**src/rtl/receptor_uart_pkg.sv**
```systemverilog
// receptor_uart shared package: FSM state encoding, oversampling and
// frame constants, and the baud divider helper.
package receptor_pkg;

    localparam int OVERSAMPLE = 16;
    localparam int MID_SAMPLE = 7;
    localparam int DATA_W     = 8;

    typedef enum logic [2:0] {
        IDLE        = 3'd0,
        START_BIT   = 3'd1,
        DATOS       = 3'd2,
        STOP_BIT    = 3'd3,
        ESPERA_IDLE = 3'd4
    } estado_t;

    // Rounded clocks-per-sample-tick, never below 1.
    function automatic int calc_div(input int clk_freq,
                                    input int baud,
                                    input int os);
        int den;
        int q;
        den = baud * os;
        q   = (clk_freq + den / 2) / den;
        return (q < 1) ? 1 : q;
    endfunction

endpackage

```
**src/rtl/receptor_uart_if.sv**
```systemverilog
// receptor_uart bus: serial line in, received byte and status pulses out.
// master = receiver side, slave = line driver / byte consumer side.
interface receptor_uart_if;
    import receptor_pkg::*;

    logic              rx;
    logic [DATA_W-1:0] data;
    logic              dato_listo;
    logic              error_trama;
    logic              ocupado;

    modport master (
        input  rx,
        output data,
        output dato_listo,
        output error_trama,
        output ocupado
    );

    modport slave (
        output rx,
        input  data,
        input  dato_listo,
        input  error_trama,
        input  ocupado
    );

endinterface

```
**src/rtl/receptor_uart_generador_ticks.sv**
```systemverilog
// generador_ticks: free-running sample tick, one clk pulse every DIV clocks.
// Ports: clk, reset (async, active low), tick (out).
module generador_ticks
    import receptor_pkg::*;
#(
    parameter int CLK_FREQ   = 50000000,
    parameter int BAUD       = 115200,
    parameter int OVERSAMPLE = 16
) (
    input  logic clk,
    input  logic reset,
    output logic tick
);

    localparam int DIV = calc_div(CLK_FREQ, BAUD, OVERSAMPLE);
    localparam int CW  = (DIV > 1) ? $clog2(DIV) : 1;

    logic [CW-1:0] cnt_q;
    logic [CW-1:0] cnt_d;

    // With DIV = 1 the compare is always true: tick every clock.
    assign tick = (cnt_q == CW'(DIV - 1));

    always_comb begin
        cnt_d = tick ? '0 : cnt_q + CW'(1);
    end

    always_ff @(posedge clk or negedge reset) begin
        if (!reset) cnt_q <= '0;
        else        cnt_q <= cnt_d;
    end

endmodule

```
**src/rtl/receptor_uart.sv**
```systemverilog
// receptor_uart: 8N1 UART receiver with 16x oversampling, mid-bit sampling,
// glitch rejection and framing-error detection.
// Ports: clk, reset (async, active low), bus (master: rx in;
// data, dato_listo, error_trama, ocupado out).
module receptor_uart
    import receptor_pkg::*;
#(
    parameter int CLK_FREQ   = 50000000,
    parameter int BAUD       = 115200,
    parameter int OVERSAMPLE = 16
) (
    input  logic           clk,
    input  logic           reset,
    receptor_uart_if.master bus
);

    localparam logic [3:0] MID  = 4'(MID_SAMPLE);
    localparam logic [3:0] LAST = 4'(OVERSAMPLE - 1);
    localparam logic [2:0] IDX7 = 3'(DATA_W - 1);

    logic tick;

    generador_ticks #(
        .CLK_FREQ  (CLK_FREQ),
        .BAUD      (BAUD),
        .OVERSAMPLE(OVERSAMPLE)
    ) u_ticks (
        .clk  (clk),
        .reset(reset),
        .tick (tick)
    );

    logic              rx_s1_q, rx_s1_d;
    logic              rx_s2_q, rx_s2_d;
    estado_t           state_q, state_d;
    logic [3:0]        cnt_q, cnt_d;
    logic [2:0]        idx_q, idx_d;
    logic [DATA_W-1:0] shift_q, shift_d;
    logic [DATA_W-1:0] data_q, data_d;
    logic              listo_q, listo_d;
    logic              err_q, err_d;

    logic rx_s;
    assign rx_s = rx_s2_q;

    always_comb begin
        rx_s1_d = bus.rx;
        rx_s2_d = rx_s1_q;
        state_d = state_q;
        cnt_d   = cnt_q;
        idx_d   = idx_q;
        shift_d = shift_q;
        data_d  = data_q;
        listo_d = 1'b0;
        err_d   = 1'b0;
        case (state_q)
            IDLE: begin
                if (tick && !rx_s) begin
                    state_d = START_BIT;
                    cnt_d   = '0;
                end
            end
            START_BIT: begin
                if (tick) begin
                    if (cnt_q == MID) begin
                        // Still low at mid start bit: real frame.
                        if (!rx_s) begin
                            state_d = DATOS;
                            cnt_d   = '0;
                            idx_d   = '0;
                        end else begin
                            state_d = IDLE;
                        end
                    end else begin
                        cnt_d = cnt_q + 4'd1;
                    end
                end
            end
            DATOS: begin
                // Counter restarts at mid start bit, so count 15
                // lands at the middle of each data bit.
                if (tick) begin
                    if (cnt_q == LAST) begin
                        cnt_d   = '0;
                        shift_d = {rx_s, shift_q[DATA_W-1:1]};
                        if (idx_q == IDX7) state_d = STOP_BIT;
                        else               idx_d = idx_q + 3'd1;
                    end else begin
                        cnt_d = cnt_q + 4'd1;
                    end
                end
            end
            STOP_BIT: begin
                if (tick) begin
                    if (cnt_q == LAST) begin
                        if (rx_s) begin
                            data_d  = shift_q;
                            listo_d = 1'b1;
                            state_d = IDLE;
                        end else begin
                            err_d   = 1'b1;
                            state_d = ESPERA_IDLE;
                        end
                    end else begin
                        cnt_d = cnt_q + 4'd1;
                    end
                end
            end
            ESPERA_IDLE: begin
                if (rx_s) state_d = IDLE;
            end
            default: begin
                state_d = IDLE;
                cnt_d   = '0;
                idx_d   = '0;
            end
        endcase
    end

    always_ff @(posedge clk or negedge reset) begin
        if (!reset) begin
            rx_s1_q <= 1'b1;
            rx_s2_q <= 1'b1;
            state_q <= IDLE;
            cnt_q   <= '0;
            idx_q   <= '0;
            shift_q <= '0;
            data_q  <= '0;
            listo_q <= 1'b0;
            err_q   <= 1'b0;
        end else begin
            rx_s1_q <= rx_s1_d;
            rx_s2_q <= rx_s2_d;
            state_q <= state_d;
            cnt_q   <= cnt_d;
            idx_q   <= idx_d;
            shift_q <= shift_d;
            data_q  <= data_d;
            listo_q <= listo_d;
            err_q   <= err_d;
        end
    end

    assign bus.data        = data_q;
    assign bus.dato_listo  = listo_q;
    assign bus.error_trama = err_q;
    assign bus.ocupado     = (state_q != IDLE);

endmodule

```
**src/flat_wrapper.sv**
```systemverilog
// flat-port wrapper written by rule: the top's interface ports become plain ports
module receptor_uart_flat import receptor_pkg::*;
#(
    parameter int CLK_FREQ   = 50000000,
    parameter int BAUD       = 115200,
    parameter int OVERSAMPLE = 16
)
  (clk, reset, bus_rx, bus_data, bus_dato_listo, bus_error_trama, bus_ocupado);
  receptor_uart_if bus_i ();
  input  logic clk;
  input  logic reset;
  input wire logic [$bits(bus_i.rx)-1:0] bus_rx;
  output wire logic [$bits(bus_i.data)-1:0] bus_data;
  output wire logic [$bits(bus_i.dato_listo)-1:0] bus_dato_listo;
  output wire logic [$bits(bus_i.error_trama)-1:0] bus_error_trama;
  output wire logic [$bits(bus_i.ocupado)-1:0] bus_ocupado;
  assign bus_i.rx = bus_rx;
  assign bus_data = bus_i.data;
  assign bus_dato_listo = bus_i.dato_listo;
  assign bus_error_trama = bus_i.error_trama;
  assign bus_ocupado = bus_i.ocupado;
  receptor_uart #(.CLK_FREQ(CLK_FREQ), .BAUD(BAUD), .OVERSAMPLE(OVERSAMPLE)) u_core (.clk(clk), .reset(reset), .bus(bus_i));
endmodule
```
**config.mk**
```make
export PLATFORM = sky130hd
export DESIGN_NAME = receptor_uart_flat
export DESIGN_NICKNAME = d
export VERILOG_FILES = /design/src/rtl/receptor_uart_pkg.sv /design/src/rtl/receptor_uart_if.sv /design/src/rtl/receptor_uart_generador_ticks.sv /design/src/rtl/receptor_uart.sv /design/src/flat_wrapper.sv
export SDC_FILE = /design/constraint.sdc
export NUM_CORES = 1
export LEC_CHECK = 0
export CAP_MARGIN = 20
export CORE_MARGIN = 1
export CORE_UTILIZATION = 51
export DETAILED_ROUTE_END_ITERATION = 16
export HOLD_SLACK_MARGIN = 0.15
export PLACE_DENSITY = 0.76
export SYNTH_ARGS = -nofsm -noshare
export SYNTH_HDL_FRONTEND = slang
export SYNTH_HIERARCHICAL = 1
export SYNTH_SLANG_ARGS = --single-unit
```
**constraint.sdc**
```tcl
create_clock -name clk -period 2.1 [get_ports clk]
set_clock_uncertainty 0.2 [all_clocks]
set_input_delay 0.42 -clock clk [delete_from_list [all_inputs] [get_ports clk]]
set_output_delay 0.42 -clock clk [all_outputs]
set_load 0.02 [all_outputs]
```
Fig. 1: run 1, metal 1
Bar = 20 µm.
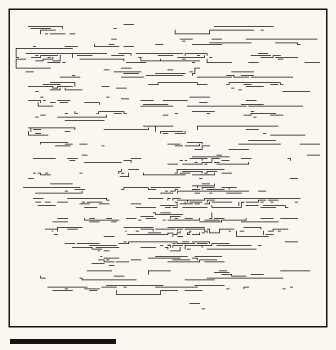
The wires run mostly horizontal. The layer carries 1270 µm of wire. The longest straight run is 17.9 µm.

Fig. 2: run 1, met2 routing
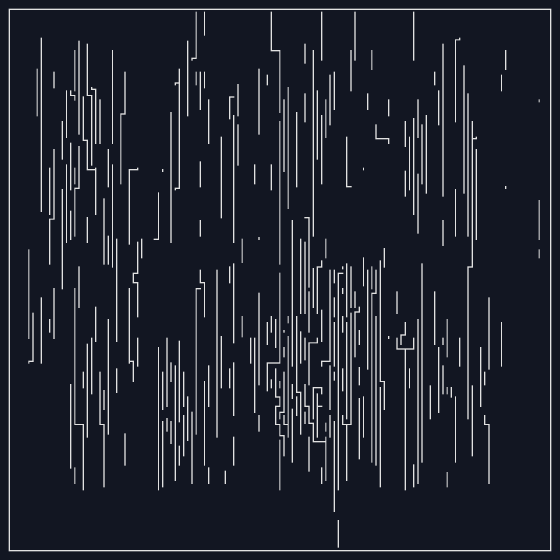
The layer carries 1540 µm of wire. 155 nets have wire on it. The wires run mostly vertical. The longest straight run is 23.8 µm. The layer holds 51% of the routed length.

==> flow_summary_export.csv, run 1 <==
group,metric,value,unit
outcome,status,"finished clean",
grt,grtUsageTotal,0.197,
finish,syn_to_final_growth,24.7,%
logic_synthesis,synth_top_cell_by_area,"dfrtp_1",
finish,layout.cells.most_common,"dfrtp_1",
die,initCoreUtil,0.546,
clock_tree,cts-htree-levels,2,
critical_path,critPathMaxFanout,5,
logic_synthesis,netlist-cell-type-count,43,
final_timing,fin_tns_setup,0,ns
final_timing,max_slew_margin,0.716,
critical_path,crit_buf_inv,3,
clock_tree,cts-hold-fix-buffers,0,
clock_tree,cts_tree,"built",
grt,grt_pass1_vias,1129,
route,drtPass1Iterations,4,
route,vias,1182,
critical_path,startpoint_type,"flop",
critical_path,slowest_stage,"dfrtp_1",
pwr,finalPower,0.00120,W
final_timing,setup_ws,0.0361,ns
clock_tree,postCtsSetupBuffers,1,
grt,grt_max_degree,36,
finish,final_util,0.680,
clock_tree,cts_buffers,5,
final_timing,fmax,485,MHz
pwr,p_sw_frac,0.214,
die,pin_count,14,
finish,final_cell_mix,"31 x dfrtp_1, 19 x buf_4, 17 x mux2_2, 12 x clkdlybuf4s50_1, 8 x nor2_1",
run,drv_cap,0,
pwr,p_int,0.000940,W
Fig. 3: run 1, M3 wires
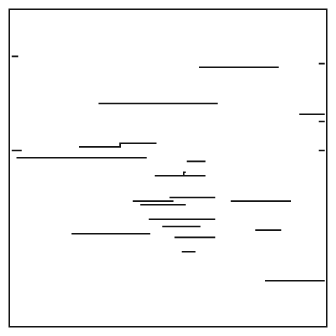
The longest straight run is 24.1 µm. The layer carries 192 µm of wire.

Fig. 4: run 1, wires at chosen ports, followed through buffers
Bar = 20 µm.
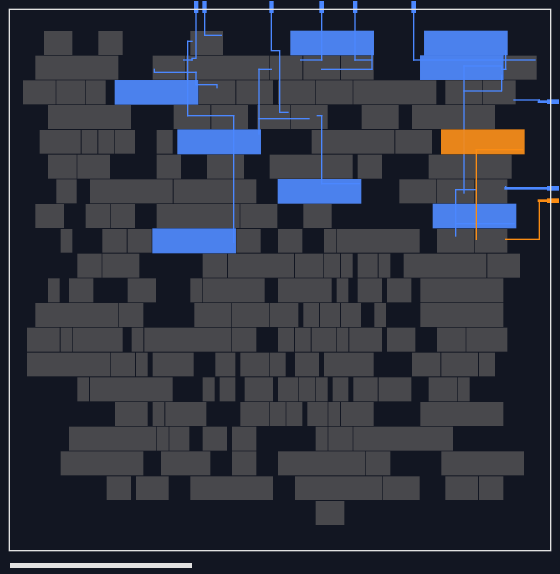
Blue is bus_data, direction output, end cells 8, buffers 8, wire 176 µm. Orange is bus_dato_listo, direction output, end cells 1, buffers 1, wire 23.6 µm.

-- run 1: how the worst max path moves through the flow --
stage,from,endpoint,slack (ns),cells after the start
final,u_core/u_ticks/cnt_q[0],u_core/cnt_q[0],0.04,8
after global routing,u_core/u_ticks/cnt_q[0],u_core/idx_q[2],-0.05,9
after CTS,u_core/u_ticks/cnt_q[0],u_core/idx_q[2],0.002,9
after detailed placement,u_core/u_ticks/cnt_q[0],u_core/bus.data[2],-0.06,8
after global placement,u_core/u_ticks/cnt_q[0],u_core/bus.data[5],0.02,8
after floorplan,u_core/u_ticks/cnt_q[0],u_core/bus.data[0],-0.04,9
-- run 1: cell type report --
type,instances,area [µm²]
repair buffers,34,303
flip-flops and latches,35,881
multi-input cells,89,747
clock buffers,5,37.5
clock inverters,3,43.8
inverters,7,26.3
fillers,237,985
well taps,44,55.1
Fig. 5: run 1, congestion heat map
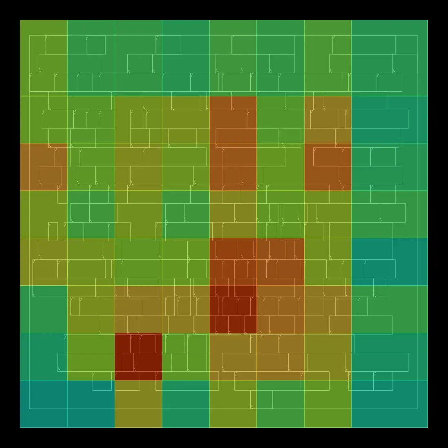

==> inputs of run 2 (changes only) <==
--- a/config.mk
+++ b/config.mk
@@ -15,3 +15,4 @@
 export SYNTH_HDL_FRONTEND = slang
 export SYNTH_HIERARCHICAL = 1
 export SYNTH_SLANG_ARGS = --single-unit
+export TNS_END_PERCENT = 1
==> constraint.sdc (replaced) <==
create_clock -name clk -period 1.7 [get_ports clk]
set_clock_uncertainty 0.2 [all_clocks]
set_input_delay 0.34 -clock clk [delete_from_list [all_inputs] [get_ports clk]]
set_output_delay 0.34 -clock clk [all_outputs]
set_load 0.02 [all_outputs]
Fig. 6: run 2, congestion heat map
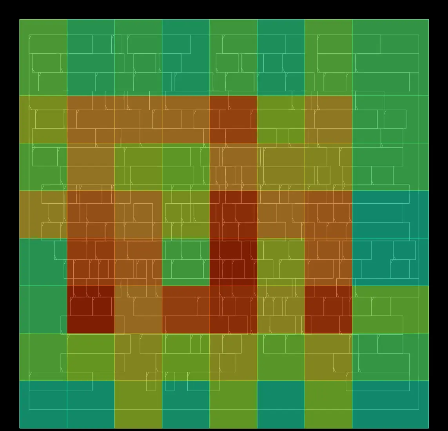
met2 Track Usage GR: 0.384
routed len/inst: 15.5 µm
total track usage: 0.233
Most Used Layer, Global Route: met2
grt met1 use: 0.282

==> flow_summary_export.csv, run 2 <==
group,metric,value,unit
outcome,status,"finished with violations",
outcome,violations,"setup timing",
clock_tree,cts-hold-fix-buffers,1,
finish,layout.cells.most_common,"dfrtp_1",
critical_path,startpoint_type,"flop",
final_timing,fmax,475,MHz
finish,clkCellAreaFrac,0.0245,
finish,logic_area,792,µm²
run,drv_cap,0,
finish,comb_share,0.361,
die,n_tap_cell,44,
final_timing,setup_ws,-0.404,ns
critical_path,crit_end,"u_core/idx_q[0]",
finish,final_cell_mix,"32 x dfrtp_1, 25 x buf_4, 11 x dlygate4sd2_1, 10 x mux2_2, 8 x mux2_4",
finish,clock_buffers,6,
finish,nMultiInputCombCells,89,
finish,sh_seq_area,0.401,
critical_path,crit_buf_inv,2,
final_timing,finalSetupViolations,25,
critical_path,critPathMaxFanout,4,
clock_tree,postCtsSetupBuffers,1,
## run 2: cells by family after synthesis
kind of cell / after synthesis
fa+ha+maj: 5
compound gates: 24
mux: 22
simple gates: 37
xor+xnor: 1
flops: 35
buf+inv: 15
## run 2: metrics by stage
step / util / std cells / worst slack, ns / hold slack, ns / power, W
floorplan: - / 139 / -0.449 / -0.156 / 0.000871
global placement: 0.669 / 216 / -0.365 / 0.148 / 0.000906
detailed placement: 0.669 / 216 / -0.428 / 0.147 / 0.000907
CTS: 0.707 / 226 / -0.394 / 0.165 / 0.00135
global route: 0.712 / 226 / -0.473 / 0.168 / 0.00140
finish: 0.712 / 226 / -0.404 / 0.164 / 0.00133
## run 2: per-layer routing
metal  share of wire  GRT usage
met5               0          0
met4           0.020     0.0884
met3           0.040     0.0786
met2            0.51      0.384
met1            0.43      0.282
Power and IR drop assume default switching activity.
